`config.mk`:
```
export PLATFORM = sky130hd
export DESIGN_NAME = serial_tx_arbiter_flat
export DESIGN_NICKNAME = d
export VERILOG_FILES = /design/src/rtl/serial_tx_arbiter_if.sv /design/src/rtl/serial_tx_arbiter.sv /design/src/flat_wrapper.sv
export SDC_FILE = /design/constraint.sdc
export NUM_CORES = 1
export LEC_CHECK = 0
export CAP_MARGIN = 20
export CORE_ASPECT_RATIO = 0.9
export CORE_MARGIN = 1.5
export CORE_UTILIZATION = 41
export DETAILED_ROUTE_END_ITERATION = 16
export PLACE_DENSITY = 0.85
export SLEW_MARGIN = 30
export SYNTH_ARGS = -nofsm -noshare
export SYNTH_HDL_FRONTEND = slang
export SYNTH_SLANG_ARGS = --single-unit
export TNS_END_PERCENT = 30
```
`constraint.sdc`:
```
create_clock -name clk115 -period 2.4 [get_ports clk115]
set_input_delay 0.36 -clock clk115 [delete_from_list [all_inputs] [get_ports clk115]]
set_output_delay 0.36 -clock clk115 [all_outputs]
set_load 0.05 [all_outputs]
```
`src/rtl/serial_tx_arbiter_if.sv`:
```
// Requester/transmitter bus for serial_tx_arbiter: byte streams in, serial_tx
// sequencing signals out, plus grant status.
interface serial_tx_arbiter_if #(
  parameter int NUM_REQ = 4,
  parameter int IDW     = 2
);
  logic [NUM_REQ-1:0]   req_valid;
  logic [8*NUM_REQ-1:0] req_data;
  logic [NUM_REQ-1:0]   req_last;
  logic [NUM_REQ-1:0]   req_ready;
  logic [7:0]           tx_byte;
  logic                 tx_start;
  logic                 tx_done;
  logic                 grant_valid;
  logic [IDW-1:0]       grant_id;
  logic                 busy;
  logic                 err;

  // Environment side: requesters and the serial_tx transmitter.
  modport master (
    output req_valid, req_data, req_last, tx_done,
    input  req_ready, tx_byte, tx_start, grant_valid, grant_id, busy, err
  );

  // Arbiter side.
  modport slave (
    input  req_valid, req_data, req_last, tx_done,
    output req_ready, tx_byte, tx_start, grant_valid, grant_id, busy, err
  );
endinterface

```
`src/rtl/serial_tx_arbiter.sv`:
```
// Packet-granular round-robin arbiter sharing one serial_tx among NUM_REQ requesters.
// Optional WAIT_DONE watchdog enabled by defining SERIAL_TX_ARBITER_TIMEOUT_EN.
module serial_tx_arbiter #(
  parameter int NUM_REQ = 4,
  parameter int IDW     = 2,
  parameter int TIMEOUT = 2048
) (
  input logic                clk115,
  input logic                rst_n,
  serial_tx_arbiter_if.slave bus
);

  typedef enum logic [1:0] {IDLE, FETCH, START, WAIT_DONE} state_t;

  state_t             state;
  logic [IDW-1:0]     rr_ptr;
  logic [IDW-1:0]     grant_id_q;
  logic [IDW-1:0]     win_id;
  logic               win_found;
  logic               sel_valid;
  logic               sel_last;
  logic [7:0]         sel_data;
  logic [NUM_REQ-1:0] req_ready_c;
  logic               last_q;
  logic               grant_valid_q;
  logic               busy_q;
  logic               tx_start_q;
  logic [7:0]         tx_byte_q;

  if (NUM_REQ < 2 || NUM_REQ > 8 || (1 << IDW) < NUM_REQ || TIMEOUT < 1 || TIMEOUT > 65536)
  begin : g_bad_params
    $error("serial_tx_arbiter: invalid parameter set");
  end

`ifdef SERIAL_TX_ARBITER_TIMEOUT_EN
  logic [15:0] to_cnt;
  logic        err_q;
  assign bus.err = err_q;
`else
  assign bus.err = 1'b0;
`endif

  // Round-robin search: first valid requester starting just after rr_ptr.
  always_comb begin
    win_found = 1'b0;
    win_id    = '0;
    for (int unsigned off = 1; off <= NUM_REQ; off++) begin
      for (int unsigned i = 0; i < NUM_REQ; i++) begin
        if (!win_found && bus.req_valid[i] &&
            i == (32'(rr_ptr) + off) % 32'(NUM_REQ)) begin
          win_found = 1'b1;
          win_id    = IDW'(i);
        end
      end
    end
  end

  // Owner's stream and its pop strobe; only the granted bit can ever rise.
  always_comb begin
    sel_valid   = 1'b0;
    sel_last    = 1'b0;
    sel_data    = '0;
    req_ready_c = '0;
    for (int unsigned i = 0; i < NUM_REQ; i++) begin
      if (IDW'(i) == grant_id_q) begin
        sel_valid      = bus.req_valid[i];
        sel_last       = bus.req_last[i];
        sel_data       = bus.req_data[8*i +: 8];
        req_ready_c[i] = (state == FETCH) && bus.req_valid[i];
      end
    end
  end

  always_ff @(posedge clk115 or negedge rst_n) begin
    if (!rst_n) begin
      state         <= IDLE;
      rr_ptr        <= IDW'(NUM_REQ - 1);
      grant_id_q    <= '0;
      grant_valid_q <= 1'b0;
      busy_q        <= 1'b0;
      tx_start_q    <= 1'b0;
      tx_byte_q     <= '0;
      last_q        <= 1'b0;
`ifdef SERIAL_TX_ARBITER_TIMEOUT_EN
      to_cnt        <= '0;
      err_q         <= 1'b0;
`endif
    end else begin
      tx_start_q <= 1'b0;
      case (state)
        IDLE: begin
          if (win_found) begin
            grant_id_q    <= win_id;
            grant_valid_q <= 1'b1;
            rr_ptr        <= win_id;
            busy_q        <= 1'b1;
            state         <= FETCH;
          end
        end
        FETCH: begin
          if (sel_valid) begin
            tx_byte_q  <= sel_data;
            last_q     <= sel_last;
            tx_start_q <= 1'b1;
            state      <= START;
          end
        end
        START: begin
`ifdef SERIAL_TX_ARBITER_TIMEOUT_EN
          to_cnt <= '0;
`endif
          state <= WAIT_DONE;
        end
        WAIT_DONE: begin
          if (bus.tx_done) begin
            if (last_q) begin
              grant_valid_q <= 1'b0;
              busy_q        <= 1'b0;
              state         <= IDLE;
            end else begin
              state <= FETCH;
            end
          end
`ifdef SERIAL_TX_ARBITER_TIMEOUT_EN
          // rr_ptr already holds the owner, so the next search starts past it.
          else if (to_cnt == 16'(TIMEOUT - 1)) begin
            err_q         <= 1'b1;
            grant_valid_q <= 1'b0;
            busy_q        <= 1'b0;
            state         <= IDLE;
          end else begin
            to_cnt <= to_cnt + 16'd1;
          end
`endif
        end
        default: state <= IDLE;
      endcase
    end
  end

  assign bus.req_ready   = req_ready_c;
  assign bus.tx_byte     = tx_byte_q;
  assign bus.tx_start    = tx_start_q;
  assign bus.grant_valid = grant_valid_q;
  assign bus.grant_id    = grant_id_q;
  assign bus.busy        = busy_q;

endmodule

```
`src/flat_wrapper.sv`:
```
// flat-port wrapper written by rule: the top's interface ports become plain ports
module serial_tx_arbiter_flat 
#(
  parameter int NUM_REQ = 4,
  parameter int IDW     = 2,
  parameter int TIMEOUT = 2048
)
  (clk115, rst_n, bus_req_valid, bus_req_data, bus_req_last, bus_tx_done, bus_req_ready, bus_tx_byte, bus_tx_start, bus_grant_valid, bus_grant_id, bus_busy, bus_err);
  serial_tx_arbiter_if #(.NUM_REQ(NUM_REQ), .IDW(IDW)) bus_i ();
  input logic clk115;
  input logic rst_n;
  input wire logic [$bits(bus_i.req_valid)-1:0] bus_req_valid;
  input wire logic [$bits(bus_i.req_data)-1:0] bus_req_data;
  input wire logic [$bits(bus_i.req_last)-1:0] bus_req_last;
  input wire logic [$bits(bus_i.tx_done)-1:0] bus_tx_done;
  output wire logic [$bits(bus_i.req_ready)-1:0] bus_req_ready;
  output wire logic [$bits(bus_i.tx_byte)-1:0] bus_tx_byte;
  output wire logic [$bits(bus_i.tx_start)-1:0] bus_tx_start;
  output wire logic [$bits(bus_i.grant_valid)-1:0] bus_grant_valid;
  output wire logic [$bits(bus_i.grant_id)-1:0] bus_grant_id;
  output wire logic [$bits(bus_i.busy)-1:0] bus_busy;
  output wire logic [$bits(bus_i.err)-1:0] bus_err;
  assign bus_i.req_valid = bus_req_valid;
  assign bus_i.req_data = bus_req_data;
  assign bus_i.req_last = bus_req_last;
  assign bus_i.tx_done = bus_tx_done;
  assign bus_req_ready = bus_i.req_ready;
  assign bus_tx_byte = bus_i.tx_byte;
  assign bus_tx_start = bus_i.tx_start;
  assign bus_grant_valid = bus_i.grant_valid;
  assign bus_grant_id = bus_i.grant_id;
  assign bus_busy = bus_i.busy;
  assign bus_err = bus_i.err;
  serial_tx_arbiter #(.NUM_REQ(NUM_REQ), .IDW(IDW), .TIMEOUT(TIMEOUT)) u_core (.clk115(clk115), .rst_n(rst_n), .bus(bus_i));
endmodule
```
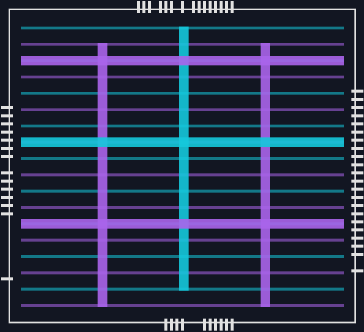
Run 1: floorplan with the power grid
Drawn at 6 px/um. Pins as bars on the die edge.
Key: purple = VSS; cyan = VDD
18 met1 rails follow the rows. The core has 17 rows. 61 signal pins sit on the boundary. 3 straps on met4.
Peak VDD IR: 1.02 mV
Die Y: 52.0 um
Core Region: 2490 um2
Die W: 57.4 um

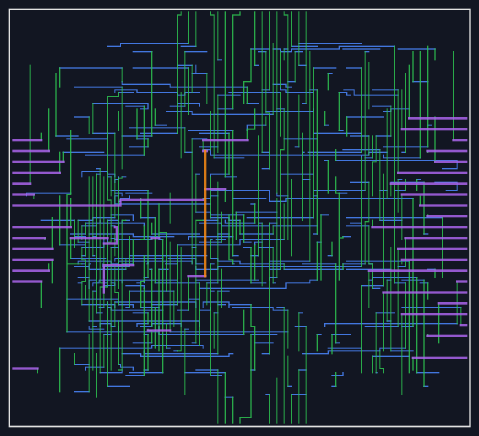
Run 1: routed metal, one color a layer
Drawn at 8 px/um.
Key: purple = met3 [wire length 254 um]; orange = met4 [wire length 15.6 um]; green = met2 [wire length 1740 um]; blue = met1 [wire length 1120 um]
DR vias: 994
GRT Overall Usage: 0.222
WL final: 3130 um
post-DR wirelength/cell: 17.4 um

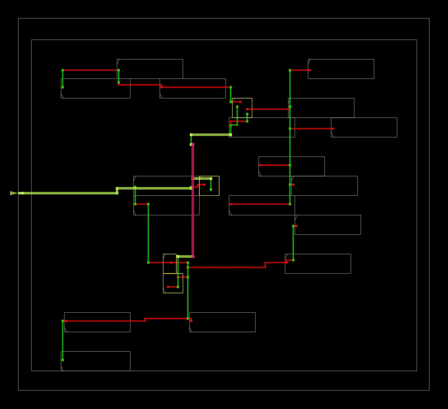
Run 1: clock nets
TritonCTS buffer count: 3
Clock Skews: 0.00389 ns
P_clk: 0.000157 W

==> results.sh, run 1 <==
# flow metrics
export IMPL_layout_min_cycle_time_ns=2.16
export IMPL_synth_adder_area_share=0.0344
export IMPL_grt_antenna_before_repair=0
export IMPL_syn_area_per_cell_um2=11.9
export IMPL_xor_share=0
export IMPL_floorplan_nets=138
export IMPL_synth_cells=92
export IMPL_relSlewSlack=0.459
export IMPL_clock_path_buffers=2
export IMPL_warnings=29
export IMPL_finalInstanceArea_um2=1770
export IMPL_synthAoiAreaFrac=0.0939
export IMPL_setup_ws_ns=0.237
export IMPL_fillers=198
export IMPL_ys_top_cells_by_area="dfrtp_1 34%, mux4_2 19%, mux2_2 9.3%"
export IMPL_dp_hpwl_um=2540
export IMPL_holdPathStages=2
export IMPL_ctsResizeCount=0
export IMPL_power_top_group="combinational cells"
export IMPL_post_place_cells=176
export IMPL_drc=0
export IMPL_layout_top_cells="54 x clkdlybuf4s50_1, 15 x dfrtp_1, 10 x nand2_1"
export IMPL_io_buffers=59
export IMPL_insertion_delay_ns=0.30
export IMPL_status="finished clean"
export IMPL_setup_viol=0
export IMPL_fp_util=0.439
export IMPL_rsz0062_at_grt="no"
export IMPL_drt_vias_per_instance=5.52
export IMPL_globalplace_congestion=0.804
export IMPL_die_area_um2=2980
export IMPL_met2_length_um=1740
export IMPL_synth_cell_types=31
export IMPL_ios=61
export IMPL_worst_r2r_setup_slack_ns=0.52
export IMPL_ys_warn_count=0
export IMPL_ys_cells=92
export IMPL_post_cts_setup_buffer_count=0
export IMPL_finalCoreUtilization=0.711
export IMPL_holdBufCountCts=0
export IMPL_worstSetupPathType="register to output pin"
export IMPL_place_area_um2=1740
export IMPL_cp_depth=1
export IMPL_numSynthFlops=17
export IMPL_worst_setup_path_start_kind="register"
export IMPL_pg_seq_w=0.000595
export IMPL_wl_met1_um=1120
export IMPL_grt_pass1_wl_um=4950
export IMPL_worst_pin_slew_ns=0.809
export IMPL_finalMaxSlewViolations=0
export IMPL_highest_layer="met4"
export IMPL_logic_family="multiplexers"
export IMPL_r2r_end="u_core.bus.tx_byte[6]$_DFFE_PN0P_"
export IMPL_yosysSeqAreaShare=0.392
export IMPL_layout_drive_gt1_share=0.237
export IMPL_clock_power_share=0.071
export IMPL_clk_pin_slew_ns=0.10
export IMPL_edf_count=0
export IMPL_globalRouteOverflowTotal=0
export IMPL_dr_pass1_iters=4
export IMPL_fin_nets=199
export IMPL_yosysTopAreaCell="dfrtp_1"
export IMPL_ys_sh_mux=0.302
-- run 1: area by class of cell --
type / count / area (um2) / share of cell area
well taps: 28 / 35.0 / 0.0198
flip-flops and latches: 17 / 428 / 0.242
repair buffers: 61 / 643 / 0.364
multi-input cells: 61 / 602 / 0.340
inverters: 9 / 33.8 / 0.0191
clock buffers: 3 / 22.5 / 0.0127
clock inverters: 1 / 5.00 / 0.00283
-- run 1: sequential cells by signal (all words and copies together), names as in the netlist --
signal and count:
u_core.state 2, u_core.bus.grant_id 2, u_core.last_q 1, u_core.bus.tx_start 1, u_core.bus.tx_byte 8, u_core.bus.grant_valid 1, u_core.rr_ptr 2
-- run 1: layer usage --
layer,track usage,vias up
met5,0,-
met4,0.0775,0
met3,0.0448,3
met2,0.434,51
met1,0.235,483
li1,-,457
Run 1, gate-type map:
Drawn at 4 px/um.
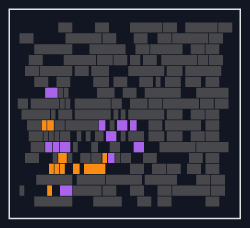

## Run 2: what changed since run 1
- CELL_PAD_IN_SITES_DETAIL_PLACEMENT: not set -> 0
- CELL_PAD_IN_SITES_GLOBAL_PLACEMENT: not set -> 1
- CORE_UTILIZATION: 41 -> 30
- PLACE_DENSITY: 0.85 -> not set
- PLACE_DENSITY_LB_ADDON: not set -> 0.1
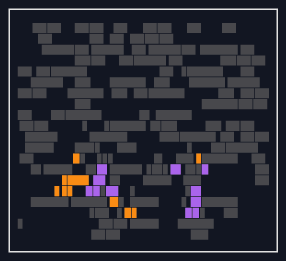
Run 2: gate-type map
Drawn at 4 px/um.
Key: orange = NOR gates [cells 10, most used nor2_1, where south-west]; purple = inverting AOI/OAI gates [cells 11, most used o21ai_0]
Commonest Layout Cell: clkdlybuf4s50_1
Final Non-Filler Cells: 196

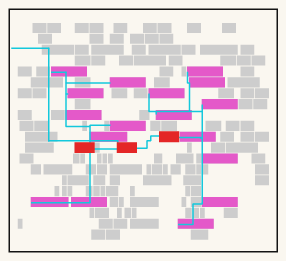
Run 2: clock wires, drivers and flops
Drawn at 4 px/um.
Key: red = cells driving clock nets [count 3]; cyan = clock wires [length 221 um]; magenta = flip-flops [count 17]
There are 4 routed clock nets.
Clock Skews: 0.000916 ns
P_clk: 0.000204 W
Clk network pwr share: 0.092
Late-Pin Clk Latency: 0.24 ns

==> results.sh, run 2 <==
# flow metrics
export IMPL_clockBufferCount=4
export IMPL_holdBufCountCts=0
export IMPL_die_h_um=60.2
export IMPL_grt_use_total=0.145
export IMPL_layout_drive_gt1_share=0.230
export IMPL_wl_per_cell_um=13.6
export IMPL_synth_cells=92
export IMPL_finalCoreUtilization=0.527
export IMPL_drt_iter0_drc=21
export IMPL_async_flop_share=1.00
export IMPL_vias=963
export IMPL_synth_cell_types=31
export IMPL_cts_tree="built"
export IMPL_power_per_cell_area_nw_per_um2=1230
export IMPL_power_top_group="combinational cells"
export IMPL_worst_pin_slew_ns=0.773
export IMPL_die_w_um=66.6
export IMPL_regArea_um2=428
export IMPL_logic_area_um2=602
export IMPL_pg_seq_w=0.000572
export IMPL_drtAntennaViolNets=0
export IMPL_status="finished clean"
export IMPL_num_multi_input_gates=61
export IMPL_syn_area_per_cell_um2=11.9
export IMPL_globalplace_congestion=0.723
export IMPL_yosysSeqAreaShare=0.392
export IMPL_ys_cells=92
export IMPL_dp_hpwl_um=2120
export IMPL_clk_pin_slew_ns=0.06
export IMPL_peakVddDrop_mv=0.488
export IMPL_worst_r2r_setup_slack_ns=0.56
export IMPL_cts_sinks=17
export IMPL_setup_ws_ns=0.402
export IMPL_tns_ns=0
export IMPL_final_clk_cell_share=0.0249
export IMPL_core_area_um2=3430
export IMPL_yosysTopAreaCellShare=0.344
export IMPL_finalInstanceArea_um2=1810
export IMPL_largest_reg_flops=8
export IMPL_relSlewSlack=0.483
export IMPL_ctsResizeCount=0
export IMPL_wl_um=2660
export IMPL_sh_comb_area=0.333
export IMPL_clock_path_buffers=2
export IMPL_worst_setup_path_start_kind="register"
export IMPL_taps=44
export IMPL_fin_nets=199
export IMPL_yosysTopAreaCell="dfrtp_1"
export IMPL_rr_worst_depth=3
export IMPL_timing_fmax_mhz=500
export IMPL_warnings=29
export IMPL_numSynthFlops=17
export IMPL_r2r_end="u_core.bus.tx_byte[0]$_DFFE_PN0P_"
export IMPL_place_area_um2=1760
export IMPL_p_leak_nw=0.737
export IMPL_syn_area_um2=1090
export IMPL_ios=61
export IMPL_drt_vias_per_instance=4.91
export IMPL_sh_seq_area=0.237
export IMPL_holdPathStages=2
export IMPL_buffers=61
export IMPL_hp_class="register to register"
export IMPL_cts_made_buffers=3
export IMPL_post_place_cells=192
export IMPL_powerComb_w=0.00145
export IMPL_whs_endpoint="u_core.rr_ptr[1]$_DFFE_PN1P_"
export IMPL_largestClassByArea="non-clock buffers"
export IMPL_die_area_um2=4010
export IMPL_ys_top_cells_by_area="dfrtp_1 34%, mux4_2 19%, mux2_2 9.3%"
export IMPL_setup_viol=0
export IMPL_finalMaxSlewViolations=0
export IMPL_seq_cell_count=17
export IMPL_clk_root_buffer_cell="clkbuf_8"
export IMPL_path_cells="clkdlybuf4s50_1"
export IMPL_rsz0062_at_grt="no"
export IMPL_num_nonclk_inverters=9
export IMPL_common_cells="15 x dfrtp_1, 10 x nand2_1, 9 x inv_1, 9 x mux2_2, 9 x mux4_2"
export IMPL_grt_antenna_before_repair=0
export IMPL_synthFlopType="dfrtp_1"
export IMPL_ys_warn_count=0
export IMPL_drc=0
export IMPL_post_cts_setup_buffer_count=0
export IMPL_edf_count=0
export IMPL_fp_util=0.319
export IMPL_grt_pass1_wl_um=4320
export IMPL_floorplan_nets=138
export IMPL_worstSetupPathType="register to output pin"
export IMPL_layout_min_cycle_time_ns=2.00
export IMPL_globalRouteOverflowTotal=0
export IMPL_cp_depth=1
export IMPL_layout_top_cells="54 x clkdlybuf4s50_1, 15 x dfrtp_1, 10 x nand2_1"
export IMPL_fillers=286
export IMPL_io_buffers=59
export IMPL_nonClkBufAreaFrac=0.356
export IMPL_dr_pass1_iters=4
[run 2: cell types whose count changed in the layout (fill, tap and decap cells not counted), sizes merged]
cell	before	now
clkinv	1	0
clkbuf	3	4
[run 2: metal layers]
layer | part of all wire | wire (um) | GRT usage
met1 | 0.43 | 1160 | 0.191
met2 | 0.48 | 1270 | 0.234
met3 | 0.080 | 213 | 0.0414
met4 | 0.0086 | 23 | 0.0437
met5 | 0 | 0 | 0
[run 2: logic make-up after synthesis]
group,synth area share
simple gates,0.111
mux,0.302
flops,0.392
buf+inv,0.0630
compound gates,0.0939
fa+ha+maj,0.0344
other cells,0.00343
Power figures rest on the tool's default switching activity, not on a simulated workload.
